final_placement.png
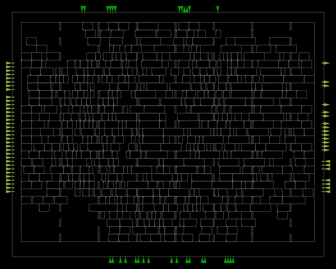
cell_classes.png
Fill, decap, tap and diode cells in grey.
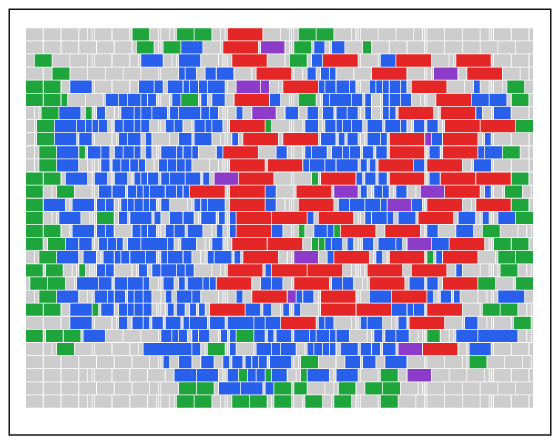
port_nets.png
The bar under the picture is 20 um long.
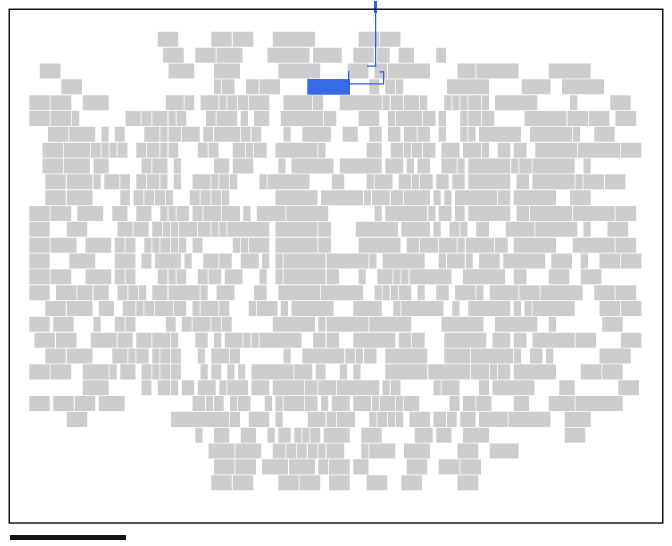
File: config.mk
export PLATFORM = sky130hd
export DESIGN_NAME = svm_window_result_gen
export DESIGN_NICKNAME = d
export VERILOG_FILES = /design/src/rtl/svm_window_result_gen_pkg.sv /design/src/rtl/svm_window_result_gen_pipe.sv /design/src/rtl/svm_window_result_gen.sv
export SDC_FILE = /design/constraint.sdc
export NUM_CORES = 1
export LEC_CHECK = 0
export CAP_MARGIN = 15
export CORE_AREA = 3 3 109 85
export CTS_CLUSTER_SIZE = 16
export DETAILED_ROUTE_END_ITERATION = 16
export DIE_AREA = 0 0 112 88
export GPL_TIMING_DRIVEN = 0
export PLACE_DENSITY = 0.88
export SKIP_CTS_REPAIR_TIMING = 1
export SYNTH_ARGS = -nofsm -noshare
export SYNTH_HDL_FRONTEND = slang
export SYNTH_SLANG_ARGS = --single-unit
export TNS_END_PERCENT = 50
File: constraint.sdc
create_clock -name clk -period 3.2 [get_ports clk]
set_input_delay 0.64 -clock clk [delete_from_list [all_inputs] [get_ports clk]]
set_output_delay 0.64 -clock clk [all_outputs]
set_load 0.05 [all_outputs]
File: src/rtl/svm_window_result_gen_pkg.sv
// Shared definitions for the slide-window result generator.
//   state_t  : frame sequencer states (IDLE / RUN / DRAIN)
//   SW_W_DEF, NUM_SW_DEF, SCORE_W_DEF : default geometry
//   SUM_W    : width of the exact bias-adjusted score (one guard bit)
//   is_pos() : strict "greater than zero" test on a SUM_W-bit signed sum
package svm_window_result_gen_pkg;

  typedef enum logic [1:0] {
    ST_IDLE  = 2'd0,
    ST_RUN   = 2'd1,
    ST_DRAIN = 2'd2
  } state_t;

  localparam int SW_W_DEF    = 11;
  localparam int NUM_SW_DEF  = 1200;
  localparam int SCORE_W_DEF = 32;
  localparam int SUM_W       = SCORE_W_DEF + 1;

  // Positive means sign bit clear and not exactly zero.
  function automatic logic is_pos(input logic [SUM_W-1:0] sum);
    return !sum[SUM_W-1] && (sum != '0);
  endfunction

endpackage

File: src/rtl/svm_window_result_gen_pipe.sv
// svm_score_pipe: two-stage add/compare pipeline, one score per clock.
//   Stage 1: sum = sext(score) + sext(bias) (SCORE_W+1 bits, exact), tag, side, valid.
//   Stage 2: out_valid, out_pos = (sum > 0), out_tag (held while idle),
//            out_side (zero while idle).
// Ports:
//   clk, rst (sync, active-low)
//   in_valid, score, bias, in_tag, in_side  -> stage 1
//   out_valid, out_pos, out_tag, out_side   <- stage 2 registers
module svm_score_pipe
  import svm_window_result_gen_pkg::*;
#(
  parameter int SCORE_W = SCORE_W_DEF,
  parameter int SW_W    = SW_W_DEF,
  parameter int SIDE_W  = 1
) (
  input  logic               clk,
  input  logic               rst,
  input  logic               in_valid,
  input  logic [SCORE_W-1:0] score,
  input  logic [SCORE_W-1:0] bias,
  input  logic [SW_W-1:0]    in_tag,
  input  logic [SIDE_W-1:0]  in_side,
  output logic               out_valid,
  output logic               out_pos,
  output logic [SW_W-1:0]    out_tag,
  output logic [SIDE_W-1:0]  out_side
);

  logic               s1_valid_reg;
  logic [SCORE_W:0]   s1_sum_reg;
  logic [SW_W-1:0]    s1_tag_reg;
  logic [SIDE_W-1:0]  s1_side_reg;
  logic               s1_pos;

  // The package compare is sized for the default score width; other widths
  // use the same rule written directly.
  if (SCORE_W == SCORE_W_DEF) begin : g_pkg_cmp
    assign s1_pos = is_pos(s1_sum_reg);
  end else begin : g_generic_cmp
    assign s1_pos = !s1_sum_reg[SCORE_W] && (s1_sum_reg != '0);
  end

  always_ff @(posedge clk) begin
    if (!rst) begin
      s1_valid_reg <= 1'b0;
      s1_sum_reg   <= '0;
      s1_tag_reg   <= '0;
      s1_side_reg  <= '0;
      out_valid    <= 1'b0;
      out_pos      <= 1'b0;
      out_tag      <= '0;
      out_side     <= '0;
    end else begin
      s1_valid_reg <= in_valid;
      s1_sum_reg   <= {score[SCORE_W-1], score} + {bias[SCORE_W-1], bias};
      s1_tag_reg   <= in_tag;
      s1_side_reg  <= in_valid ? in_side : '0;
      out_valid    <= s1_valid_reg;
      out_pos      <= s1_valid_reg & s1_pos;
      if (s1_valid_reg) out_tag <= s1_tag_reg;
      out_side     <= s1_valid_reg ? s1_side_reg : '0;
    end
  end

endmodule

File: src/rtl/svm_window_result_gen.sv
// svm_window_result_gen: thresholds bias-adjusted SVM scores and tags each
// result with its slide-window index, sequencing windows over a frame.
// Ports:
//   clk, rst (sync, active-low)
//   frame_start, score_valid, score, bias, err_clr   - inputs
//   o_valid, is_person, sw_id, frame_done            - result stream (2-cycle latency)
//   err_orphan, err_underrun                         - sticky protocol errors
//   person_cnt                                       - only with PERSON_CNT_EN defined:
//                                                      persons in the last completed frame
module svm_window_result_gen
  import svm_window_result_gen_pkg::*;
#(
  parameter int SW_W    = SW_W_DEF,
  parameter int NUM_SW  = NUM_SW_DEF,
  parameter int SCORE_W = SCORE_W_DEF
) (
  input  logic               clk,
  input  logic               rst,
  input  logic               frame_start,
  input  logic               score_valid,
  input  logic [SCORE_W-1:0] score,
  input  logic [SCORE_W-1:0] bias,
  input  logic               err_clr,
  output logic               o_valid,
  output logic               is_person,
  output logic [SW_W-1:0]    sw_id,
  output logic               frame_done,
  output logic               err_orphan,
  output logic               err_underrun
`ifdef PERSON_CNT_EN
  ,
  output logic [SW_W:0]      person_cnt
`endif
);

  localparam logic [SW_W-1:0] LAST_ID = SW_W'(NUM_SW - 1);

`ifdef PERSON_CNT_EN
  // Side band: bit 0 = last window of a frame, bit 1 = frame generation.
  localparam int SIDE_W = 2;
`else
  localparam int SIDE_W = 1;
`endif

  state_t            state_reg;
  logic [SW_W-1:0]   cnt_reg;
  logic              abort;
  logic              accept;
  logic              orphan;
  logic              last_in;
  logic [SW_W-1:0]   tag;
  logic [SIDE_W-1:0] side_in;
  logic [SIDE_W-1:0] side_out;

  always_comb begin
    abort   = frame_start && (state_reg == ST_RUN) && (cnt_reg != '0);
    // A score arriving with frame_start always belongs to the new frame.
    accept  = score_valid && (frame_start || (state_reg == ST_RUN));
    orphan  = score_valid && !accept;
    tag     = frame_start ? '0 : cnt_reg;
    last_in = accept && (tag == LAST_ID);
  end

  always_ff @(posedge clk) begin
    if (!rst) begin
      state_reg <= ST_IDLE;
      cnt_reg   <= '0;
    end else if (accept) begin
      if (last_in) begin
        state_reg <= ST_DRAIN;
        cnt_reg   <= '0;
      end else begin
        state_reg <= ST_RUN;
        cnt_reg   <= tag + 1'b1;
      end
    end else if (frame_start) begin
      state_reg <= ST_RUN;
      cnt_reg   <= '0;
    end else if ((state_reg == ST_DRAIN) && frame_done) begin
      // The last window is on the outputs this cycle and leaves at this edge.
      state_reg <= ST_IDLE;
    end
  end

  // Set wins over clear.
  always_ff @(posedge clk) begin
    if (!rst) begin
      err_orphan   <= 1'b0;
      err_underrun <= 1'b0;
    end else begin
      err_orphan   <= orphan | (err_orphan   & ~err_clr);
      err_underrun <= abort  | (err_underrun & ~err_clr);
    end
  end

`ifdef PERSON_CNT_EN
  logic           gen_reg;
  logic           gen_in;
  logic [SW_W:0]  pcnt_reg;

  // Each abort starts a new generation so that results still draining from
  // the aborted frame are not counted against the new one.
  assign gen_in  = gen_reg ^ abort;
  assign side_in = {gen_in, last_in};

  always_ff @(posedge clk) begin
    if (!rst) begin
      gen_reg    <= 1'b0;
      pcnt_reg   <= '0;
      person_cnt <= '0;
    end else begin
      gen_reg <= gen_in;
      if (frame_done) begin
        person_cnt <= pcnt_reg + {{SW_W{1'b0}}, is_person};
        pcnt_reg   <= '0;
      end else if (abort) begin
        pcnt_reg <= '0;
      end else if (is_person && (side_out[1] == gen_reg)) begin
        pcnt_reg <= pcnt_reg + 1'b1;
      end
    end
  end
`else
  assign side_in = last_in;
`endif

  svm_score_pipe #(
    .SCORE_W (SCORE_W),
    .SW_W    (SW_W),
    .SIDE_W  (SIDE_W)
  ) u_pipe (
    .clk       (clk),
    .rst       (rst),
    .in_valid  (accept),
    .score     (score),
    .bias      (bias),
    .in_tag    (tag),
    .in_side   (side_in),
    .out_valid (o_valid),
    .out_pos   (is_person),
    .out_tag   (sw_id),
    .out_side  (side_out)
  );

  // Side band is zero whenever o_valid is low.
  assign frame_done = side_out[0];

endmodule
==> run summary <==
Results of the flow run.

The number of violations reported at the end of detailed-routing iteration 0 stands at 195. Summed over all nets, the switching power comes to 0.631 mW. Per the detail_route log, met2 wirelength is between 4000 and 5000 um. The worst hold path terminates at u_pipe.out_pos$_SDFF_PN0_. The clock buffer instance count of the final layout stands at 13. The critical path ends at u_pipe.s1_sum_reg[28]$_SDFF_PN0_. The power attributed to combinational cells stands at 0.565 mW. The count of plain and timing-repair buffers in the layout stands at 101. In this run the worst hold path is classified as register to register. Wire segments on met3 add up to 583 um in the final route. Per the OpenROAD timing report, the critical path contains 10 cells. The instance count of the mapped netlist stands at 493.

The final instance area stands at 5320 um2. In this run the worst setup path begins at score[0]. The total negative slack stands at 0 ns. For reference, the post-synthesis area per instance comes to 8.42 um2. The minimum hold slack stands at approximately 0.39 ns. The flow reports that combinational logic draws 25.4% of the design power. Per the post-synthesis report, the nets total around 600. The fraction of power spent switching nets stands at 28.3%. The pin count of the biggest net entering global routing stands at 12. The run finished with clean final reports.

The fraction of cell area in multi-input combinational cells is reported as 48.0%. The met3 global-route usage stands at 4.35%. The cell sequence reported for the critical path is clkdlybuf4s50_1 -> ha_2 -> fa_2 -> a21o_1 -> a221o_1 -> a2111oi_4 -> nand3_1 -> a31oi_2 -> xnor2_1 -> nor2_1. In this run, power in the clock network comes to about 0.65 mW. The total DRC errors in the routed layout stands at 0. The commonest cells after synthesis are 75 x sky130_fd_sc_hd__dfxtp_1, 68 x sky130_fd_sc_hd__nor2_1, 45 x sky130_fd_sc_hd__nand2_1.

The number of multi-input combinational cells in the layout is 390. The transition time at the pin with the least slew margin stands at approximately 0.65 ns. The power report lists the sequential group at between 1 and 1.5 mW. The number of enable flip-flop cells stands at 0. The chip area estimate from yosys synthesis stands at about 4200 um2. Looking at the clock tree report, the root buffer type is sky130_fd_sc_hd__clkbuf_8.
About final_placement.png:
row count: 29
sequential cell count of the final layout: 75
tapcell count: 108
CORE AREA: 8310 um2

About cell_classes.png:
- red: flip-flops (cells 75; share of their area 29%)
- purple: clock drivers and dummy loads (cells 15; share of their area 3.4%)
- green: other buffers and delay cells (cells 101; share of their area 18%)
- blue: all other logic (cells 402; share of their area 50%)

About port_nets.png:
- blue: err_underrun (direction output; edge top; end cells 1; buffers 1; wire 21.5 um)
count of boundary I/O pins: 85
count of port buffers added during placement: 83

Power figures rest on the tool's default switching activity, not on a simulated workload.
